**src/rtl/fetch_queue.sv**
```systemverilog
// fetch_queue: instruction fetch front end.
// It owns the fetch PC and issues sequential word reads to instruction memory.
// Returned words are buffered with their PCs in a first-word-fall-through FIFO,
// and decode drains them through a valid/ready handshake.
// A redirect flushes all wrong-path state.
// Optional feature: define FETCHQ_BYPASS_EN to let a response arriving at an
// empty queue reach decode in the same cycle it arrives.
module fetch_queue #(
    parameter int                AWIDTH   = 32,
    parameter int                DWIDTH   = 32,
    parameter int                DEPTH    = 4,
    parameter logic [AWIDTH-1:0] RESET_PC = AWIDTH'(32'h0100_0000)
) (
    input  logic                       clk,
    input  logic                       rst,
    output logic                       imem_req_o,
    output logic [AWIDTH-1:0]          imem_addr_o,
    input  logic [DWIDTH-1:0]          imem_data_i,
    input  logic                       redirect_i,
    input  logic [AWIDTH-1:0]          redirect_pc_i,
    output logic                       valid_o,
    input  logic                       ready_i,
    output logic [DWIDTH-1:0]          insn_o,
    output logic [AWIDTH-1:0]          pc_o,
    output logic [$clog2(DEPTH):0]     count_o
);

    localparam int PW = $clog2(DEPTH);
    localparam int CW = PW + 1;

    localparam logic [CW:0]       DEPTH_W = (CW+1)'(DEPTH);
    localparam logic [CW-1:0]     CNT_ONE = CW'(1);
    localparam logic [PW-1:0]     PTR_ONE = PW'(1);
    localparam logic [AWIDTH-1:0] PC_STEP = AWIDTH'(4);

    // Fetch PC and the single outstanding request
    logic [AWIDTH-1:0] fetch_pc;
    logic              inflight;
    logic [AWIDTH-1:0] inflight_pc;

    // Circular buffer state
    logic [PW-1:0]     head;
    logic [PW-1:0]     tail;
    logic [CW-1:0]     count;
    logic [CW-1:0]     count_n;
    logic [DWIDTH-1:0] insn_mem [DEPTH];
    logic [AWIDTH-1:0] pc_mem   [DEPTH];

    // Per-cycle control decisions
    logic [CW:0] credit;
    logic        issue;
    logic        rsp_live;
    logic        fifo_nonempty;
    logic        bypass_hit;
    logic        push_fifo;
    logic        pop_fifo;

    // Issue, response and pop decisions for this cycle
    always_comb begin
        credit        = {1'b0, count} + {{CW{1'b0}}, inflight};
        fifo_nonempty = (count != '0);
        // Occupied slots plus the outstanding request must stay below DEPTH,
        // so every response that comes back is guaranteed a free slot.
        issue         = !rst && !redirect_i && (credit < DEPTH_W);
        // A response in a reset or redirect cycle belongs to the old path.
        rsp_live      = inflight && !rst && !redirect_i;
`ifdef FETCHQ_BYPASS_EN
        bypass_hit    = rsp_live && !fifo_nonempty;
        push_fifo     = rsp_live && !(bypass_hit && ready_i);
`else
        bypass_hit    = 1'b0;
        push_fifo     = rsp_live;
`endif
        pop_fifo      = fifo_nonempty && ready_i && !rst && !redirect_i;
    end

    // Occupancy after this cycle's push and pop
    always_comb begin
        count_n = count;
        unique case ({push_fifo, pop_fifo})
            2'b10:   count_n = count + CNT_ONE;
            2'b01:   count_n = count - CNT_ONE;
            default: count_n = count;
        endcase
    end

    // Output drive: memory request plus the head entry, or the bypassed response
    always_comb begin
        imem_req_o  = issue;
        imem_addr_o = fetch_pc;
        valid_o     = !rst && (fifo_nonempty || bypass_hit);
        count_o     = rst ? '0 : count;
        insn_o      = '0;
        pc_o        = '0;
        if (!rst) begin
            if (fifo_nonempty) begin
                insn_o = insn_mem[head];
                pc_o   = pc_mem[head];
            end else if (bypass_hit) begin
                insn_o = imem_data_i;
                pc_o   = inflight_pc;
            end
        end
    end

    // Control state: fetch PC, in-flight flag, pointers and count
    always_ff @(posedge clk) begin
        if (rst) begin
            fetch_pc <= RESET_PC;
            inflight <= 1'b0;
            head     <= '0;
            tail     <= '0;
            count    <= '0;
        end else if (redirect_i) begin
            // Force word alignment; clearing inflight kills any outstanding response.
            fetch_pc <= {redirect_pc_i[AWIDTH-1:2], 2'b00};
            inflight <= 1'b0;
            head     <= '0;
            tail     <= '0;
            count    <= '0;
        end else begin
            if (issue) begin
                fetch_pc <= fetch_pc + PC_STEP;
            end
            inflight <= issue;
            if (push_fifo) begin
                tail <= tail + PTR_ONE;
            end
            if (pop_fifo) begin
                head <= head + PTR_ONE;
            end
            count <= count_n;
        end
    end

    // Remember which PC the outstanding request was for
    always_ff @(posedge clk) begin
        if (issue) begin
            inflight_pc <= fetch_pc;
        end
    end

    // FIFO payload write at the tail
    always_ff @(posedge clk) begin
        if (push_fifo) begin
            insn_mem[tail] <= imem_data_i;
            pc_mem[tail]   <= inflight_pc;
        end
    end

endmodule

```
**config.mk**
```make
export PLATFORM = sky130hd
export DESIGN_NAME = fetch_queue
export DESIGN_NICKNAME = d
export VERILOG_FILES = /design/src/rtl/fetch_queue.sv
export SDC_FILE = /design/constraint.sdc
export NUM_CORES = 1
export LEC_CHECK = 0
export ABC_AREA = 1
export ABC_CLOCK_PERIOD_IN_PS = 11900
export CORE_ASPECT_RATIO = 1.2
export CORE_MARGIN = 2
export CORE_UTILIZATION = 55
export DETAILED_ROUTE_END_ITERATION = 8
export HOLD_SLACK_MARGIN = 0.02
export PLACE_DENSITY = 0.87
export SLEW_MARGIN = 30
export SYNTH_ARGS = -nofsm -noshare
export SYNTH_HDL_FRONTEND = slang
export SYNTH_SLANG_ARGS = --single-unit
```
**constraint.sdc**
```tcl
create_clock -name clk -period 11.9 [get_ports clk]
set_clock_uncertainty 0.05 [all_clocks]
set_input_delay 2.38 -clock clk [delete_from_list [all_inputs] [get_ports clk]]
set_output_delay 2.38 -clock clk [all_outputs]
set_load 0.01 [all_outputs]
```
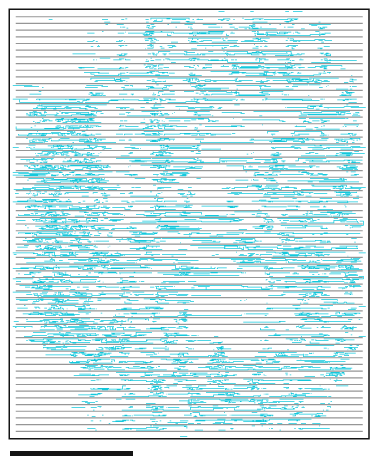
(run_1/met1.png)
The bar under the picture is 50 um long. Supply wires on this layer in grey.
- main direction: horizontal
- longest straight run: 41.9 um
- wire length on this layer: 11,300 um
- share of all routed wire: 38%
M1 GR Usage: 0.283
Final Routed Wirelength: 29,500 um
via count of the routed design: 9,265

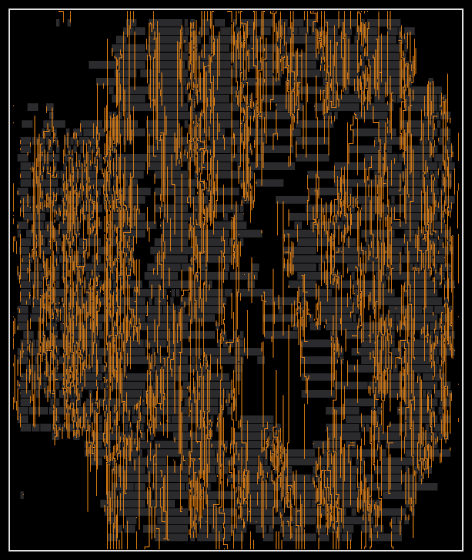
(run_1/met2.png)
- nets with wire on the layer: 1,140
- wire length on this layer: 15,300 um
- main direction: vertical
- share of all routed wire: 52%
- longest straight run: 70.7 um
met2 routing resource usage after global routing: 0.416

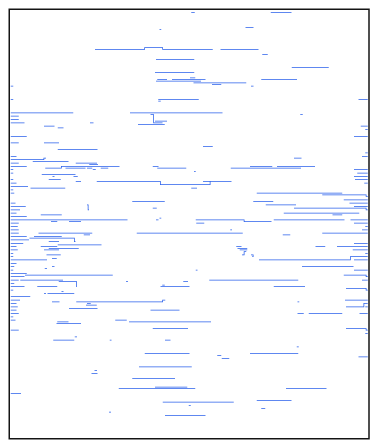
(run_1/met3.png)
- longest straight run: 47.1 um
- wire length on this layer: 1,960 um
- nets with wire on the layer: 169
met3 GRT Util: 0.0260

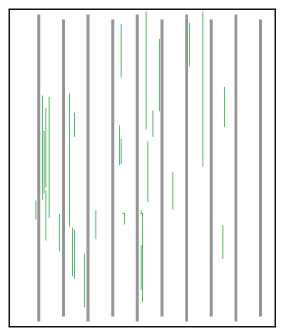
(run_1/met4.png)
Supply wires on this layer in grey.
- longest straight run: 85.0 um
- nets with wire on the layer: 20
- main direction: vertical
- wire length on this layer: 912 um

==> run 1: cell families after synthesis <==
group,Yosys count
buf+inv,137
xor+xnor,10
simple gates,491
flops,318
compound gates,255
other cells,1
fa+ha+maj,7
==> run 1: power breakdown <==
group	leakage [nW]	total, mW	internal [mW]	switching, mW
logic	2.27	0.0946	0.0455	0.0491
registers	2.85	1.25	1.23	0.0196
clock network	0.429	0.865	0.474	0.391
total	5.55	2.21	1.75	0.459
==> run 1: flip-flops by register name (all words and copies together) (netlist names), named ones only <==
register / cells
count: 3
head: 2
imem_addr_o: 30
inflight: 1
inflight_pc: 30
insn_mem: 128
pc_mem: 120
tail: 2
==> run 1: critical path: cells and delay by family <==
family	cells	cell delay [ns]
compound gates	1	0.21
buf+inv	5	2.17
simple gates	1	0.09
==> run 1: cell usage after synthesis, types with 2 or more instances <==
cell type / instances
sky130_fd_sc_hd__o21ai_0: 140
sky130_fd_sc_hd__xor2_1: 6
sky130_fd_sc_hd__a21oi_2: 5
sky130_fd_sc_hd__buf_2: 18
sky130_fd_sc_hd__nand2_1: 138
sky130_fd_sc_hd__nor2_4: 9
sky130_fd_sc_hd__nor2_2: 6
sky130_fd_sc_hd__nand3_1: 24
sky130_fd_sc_hd__buf_1: 9
sky130_fd_sc_hd__a21oi_1: 88
sky130_fd_sc_hd__o31ai_1: 2
sky130_fd_sc_hd__ha_1: 6
sky130_fd_sc_hd__inv_2: 2
sky130_fd_sc_hd__a22oi_1: 2
sky130_fd_sc_hd__nor2_1: 300
sky130_fd_sc_hd__clkbuf_1: 26
sky130_fd_sc_hd__inv_1: 72
sky130_fd_sc_hd__o21ai_1: 13
sky130_fd_sc_hd__buf_4: 5
sky130_fd_sc_hd__dfxtp_1: 40
sky130_fd_sc_hd__xnor2_1: 3
sky130_fd_sc_hd__nand2_4: 2
sky130_fd_sc_hd__buf_6: 3
sky130_fd_sc_hd__nand2_2: 9
sky130_fd_sc_hd__a31oi_1: 4
sky130_fd_sc_hd__edfxtp_1: 278
==> run 1: through the flow <==
stage | hold slack, ns | setup slack, ns | utilization
final | 0.449 | 4.57 | 0.673
after global routing | 0.464 | 4.48 | 0.673
after CTS | 0.447 | 4.58 | 0.673
after detailed placement | 0.427 | 4.58 | 0.635
after global placement | 0.392 | 4.59 | 0.635
after floorplan | 0.386 | 5.92 | -
==> run 1: worst max-delay path by stage <==
stage / end / slack, ns / cells past startpoint
floorplan: insn_mem[0][0]$_DFFE_PP_ / 5.92 / 4
global placement: pc_o[18] / 4.59 / 7
detailed placement: pc_o[18] / 4.58 / 7
CTS: pc_o[18] / 4.58 / 7
global route: pc_o[18] / 4.48 / 7
finish: pc_o[12] / 4.57 / 7
==> run 1: final cells by class <==
| class | count | area, um2 |
|---|---|---|
| sequential | 318 | 9150 |
| fill | 1713 | 7790 |
| multi-input combinational | 767 | 3570 |
| timing repair buffer | 174 | 1710 |
| clock buffer | 35 | 748 |
| tap | 320 | 400 |
| inverter | 76 | 290 |
| clock inverter | 19 | 145 |
==> reports/results.ini, run 1 <==
[outcome]
run_status = finished clean

[clock_tree]
post_cts.resized_instances = 0
tritoncts = built
clock_path_buffers = 3
root_buffer = sky130_fd_sc_hd__clkbuf_16
clk_pin_slew_ns = 0.06
cts_made_buffers = 29
cts_hold_repair.buffers = 0

[worst_setup_path]
regToRegStartpoint = count[2]$_SDFFE_PN0P_
critical_path_arrival_ns = 4.90
highest_net_fanout_along_the_worst_path = 64
criticalPathCategory = primary input to output port
timing.critical_path.required_ns = 9.47
timing.critical_path.cells = clkdlybuf4s50_1, buf_4, inv_1, nand2_2, buf_4, a21oi_1, clkdlybuf4s50_1
worst-r2r-setup-slack_ns = 9.31
critical_path.startpoint = rst

[synth]
ys_warn_count = 0
synth.largest_area_cell = sky130_fd_sc_hd__edfxtp_1
netlist_instances = 1219
adder_share = 0.00717
synth_area_um2 = 13300
ys_types = 35
post_synth_xor_area_fraction = 0.00717
yosys_register_bits = 318
seq_total_area_yosys = 0.690
edff_count_synth = 278

[global_routing]
global_route_usage_sum = 0.229
grt_first_pass_wirelength_um = 46900
globalRoute.busiestLayer = met2
grt_start_max_net_pins = 89

[final_timing]
post-route-period-util = 0.616
slew_viol_final = 0
finalHoldViolations = 0
worstMarginPinSlew_ns = 0.927
setup_viol_count_final = 0
final.min_clock_period_ns = 7.33
max_freq_mhz = 137

[finish]
final_layout_top_logic_cell = sky130_fd_sc_hd__nor2_1
final_nets = 1441

[place]
io_buffers = 162
gp_congestion = 0.997
numPlacedInstances = 1655

[hold_path]
worst_hold_path.endpoint = pc_mem[0][11]$_DFFE_PP_
hold_path_startpoint = inflight_pc[11]$_DFFE_PP_
min_delay_path_depth = 0

[route]
vias_per_cell = 5.42
met3_length_um = 1960
dr.max_layer_used = met4
post-route-drc-count = 0
antenna_left = 0

[run]
max_cap_viol_count = 0
warning_count = 31

[power_and_ir_drop]
vdd_ir_drop_max_mv = 0.105
p_total_mw = 2.21
p_leak_nw = 5.55

[floorplanning]
fp_util = 0.557

==> run_1/final_congestion.png <==
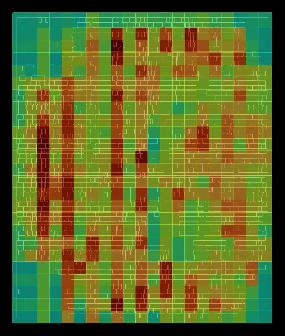

==> run 2, diff against run 1 <==
--- a/config.mk
+++ b/config.mk
@@ -6,7 +6,7 @@
 export NUM_CORES = 1
 export LEC_CHECK = 0
 export ABC_AREA = 1
-export ABC_CLOCK_PERIOD_IN_PS = 11900
+export ABC_CLOCK_PERIOD_IN_PS = 7000
 export CORE_ASPECT_RATIO = 1.2
 export CORE_MARGIN = 2
 export CORE_UTILIZATION = 55
==> constraint.sdc (replaced) <==
create_clock -name clk -period 7 [get_ports clk]
set_clock_uncertainty 0.05 [all_clocks]
set_input_delay 1.4 -clock clk [delete_from_list [all_inputs] [get_ports clk]]
set_output_delay 1.4 -clock clk [all_outputs]
set_load 0.01 [all_outputs]
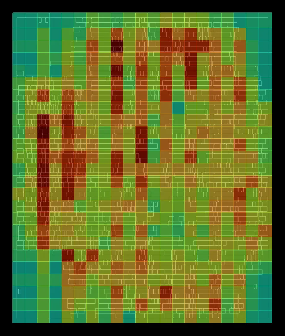
(run_2/final_congestion.png)
most used routing layer: met2
average wire length per cell after detail routing: 17.4 um
share of the core filled with cells: 0.680
met2 routing resource usage after global routing: 0.414
met3 GRT Util: 0.0257

==> reports/results.ini, run 2 <==
[outcome]
run_status = finished clean

[route]
antenna_left = 0
route.vias.total = 9322
met3_length_um = 1930
drt_pass1_iterations = 5
dr.max_layer_used = met4
vias_per_cell = 5.45
routed_wl_um = 29800
post-route-drc-count = 0

[synth]
post_synth_xor_area_fraction = 0.00717
seq_total_area_yosys = 0.690
synth.largest_area_cell = sky130_fd_sc_hd__edfxtp_1
yosys.stat.chipArea_um2 = 13300
most_common_cell = sky130_fd_sc_hd__nor2_1
adder_share = 0.00717
netlist_top_cells_count = 300 x sky130_fd_sc_hd__nor2_1, 278 x sky130_fd_sc_hd__edfxtp_1, 140 x sky130_fd_sc_hd__o21ai_0
yosys_register_bits = 318
edff_count_synth = 278
ys_warn_count = 0
netlist_instances = 1219
synth_area_um2 = 13300

[finish]
final_nets = 1443
regMostFlops = insn_mem
reg_top3 = insn_mem: 128 flops, pc_mem: 120 flops
largest_register_ff_count = 128
final_layout_top_logic_cell = sky130_fd_sc_hd__nor2_1

[global_routing]
grt_remaining_overflow = 0
grt_start_max_net_pins = 95
grt_first_pass_wirelength_um = 47100
global_route_usage_sum = 0.232

[run]
warning_count = 31
max_cap_viol_count = 0

[power_and_ir_drop]
power.share.sequential = 0.541
comb_power_share = 0.041
internal_power_contribution_mw = 3.13
switching_share = 0.202
p_switching_uw = 794
vdd_ir_drop_max_mv = 0.209
p_total_mw = 3.93
clockPowerShare = 0.418

[clock_tree]
clk_pin_slew_ns = 0.06
tritoncts = built
cts_hold_repair.buffers = 0
clock_path_buffers = 3
post_cts.resized_instances = 0
root_buffer = sky130_fd_sc_hd__clkbuf_16
cts_made_buffers = 30

[final_timing]
slew_viol_final = 0
worstMarginPinSlew_ns = 0.819
finalHoldViolations = 0
post-route-period-util = 0.759
setup_viol_count_final = 0
tns_ns = 0
max_freq_mhz = 188
final.min_clock_period_ns = 5.31
fin_ws_ns = 1.69

[place]
gp_congestion = 0.984
dp_worst_setup_slack_ns = 1.39
io_buffers = 162

[worst_setup_path]
timing.critical_path.required_ns = 5.55
critical_path.startpoint = rst
criticalPathCategory = primary input to output port
critical_path_arrival_ns = 3.86
highest_net_fanout_along_the_worst_path = 39

[hold_path]
worst_hold_class = flip-flop to flip-flop
hold_path_startpoint = inflight_pc[30]$_DFFE_PP_

[floorplanning]
fp_util = 0.557
dieWidth_um = 146

run 2: cell count changes in the layout (fill, tap and decap cells not counted), sizes merged:
| cell | change |
|---|---|
| clkinv | -1 |
| bufinv | +2 |
| clkbuf | +3 |
| inv | -1 |
| buf | +1 |
| clkinvlp | -1 |
run 2: stage by stage:
step,instance area [um2],hold WS (ns),instances
final,16200,0.441,1712
after global routing,16200,0.454,1712
after CTS,16200,0.443,1712
after detailed placement,15100,0.428,1656
after global placement,15100,0.392,1656
after floorplan,13300,0.386,1222
run 2: cell families (layout without fill, tap and decap cells):
family | count (synthesis) | in the layout
other cells | 1 | 4
fa+ha+maj | 7 | 7
compound gates | 255 | 255
flops | 318 | 318
buf+inv | 137 | 307
xor+xnor | 10 | 10
simple gates | 491 | 491
run 2: cell type report:
class | count | area [um2]
fill | 1627 | 7630
multi-input combinational | 767 | 3580
sequential | 318 | 9150
inverter | 76 | 290
timing repair buffer | 175 | 1740
clock buffer | 38 | 842
tap | 320 | 400
clock inverter | 18 | 188
run 2: critical path, cell delays in order:
cell                              delay [ns]
sky130_fd_sc_hd__clkdlybuf4s50_1        0.45
sky130_fd_sc_hd__buf_4                  0.37
sky130_fd_sc_hd__inv_1                  0.19
sky130_fd_sc_hd__nand2_4                0.47
sky130_fd_sc_hd__buf_4                  0.37
sky130_fd_sc_hd__a21oi_1                0.10
sky130_fd_sc_hd__clkdlybuf4s50_1        0.49
run 2: metal layers:
metal	up-vias	global-route usage
li1	4436	-
met4	0	0.0907
met5	-	0
met2	390	0.414
met1	4424	0.290
met3	72	0.0257
run 2: final timing paths:
kind                                                end  slack, ns  cells after the start
worst max-delay path                         insn_o[31]       1.69                      7
worst min-delay path            pc_mem[1][30]$_DFFE_PP_       0.44                      0
worst max register to register    count[2]$_SDFFE_PN0P_       4.17                     13
worst min register to register  pc_mem[1][30]$_DFFE_PP_       0.44                      0
run 2: power groups by stage:
stage	Sequential [mW]	Combinational [mW]	Clock (mW)
2_1_floorplan	2.16	0.0690	0
3_3_place_gp	2.16	0.155	0
3_5_place_dp	2.16	0.160	0
4_1_cts	2.12	0.161	1.66
5_1_grt	2.13	0.177	1.73
6_report	2.12	0.161	1.64
Power and IR drop assume default switching activity.
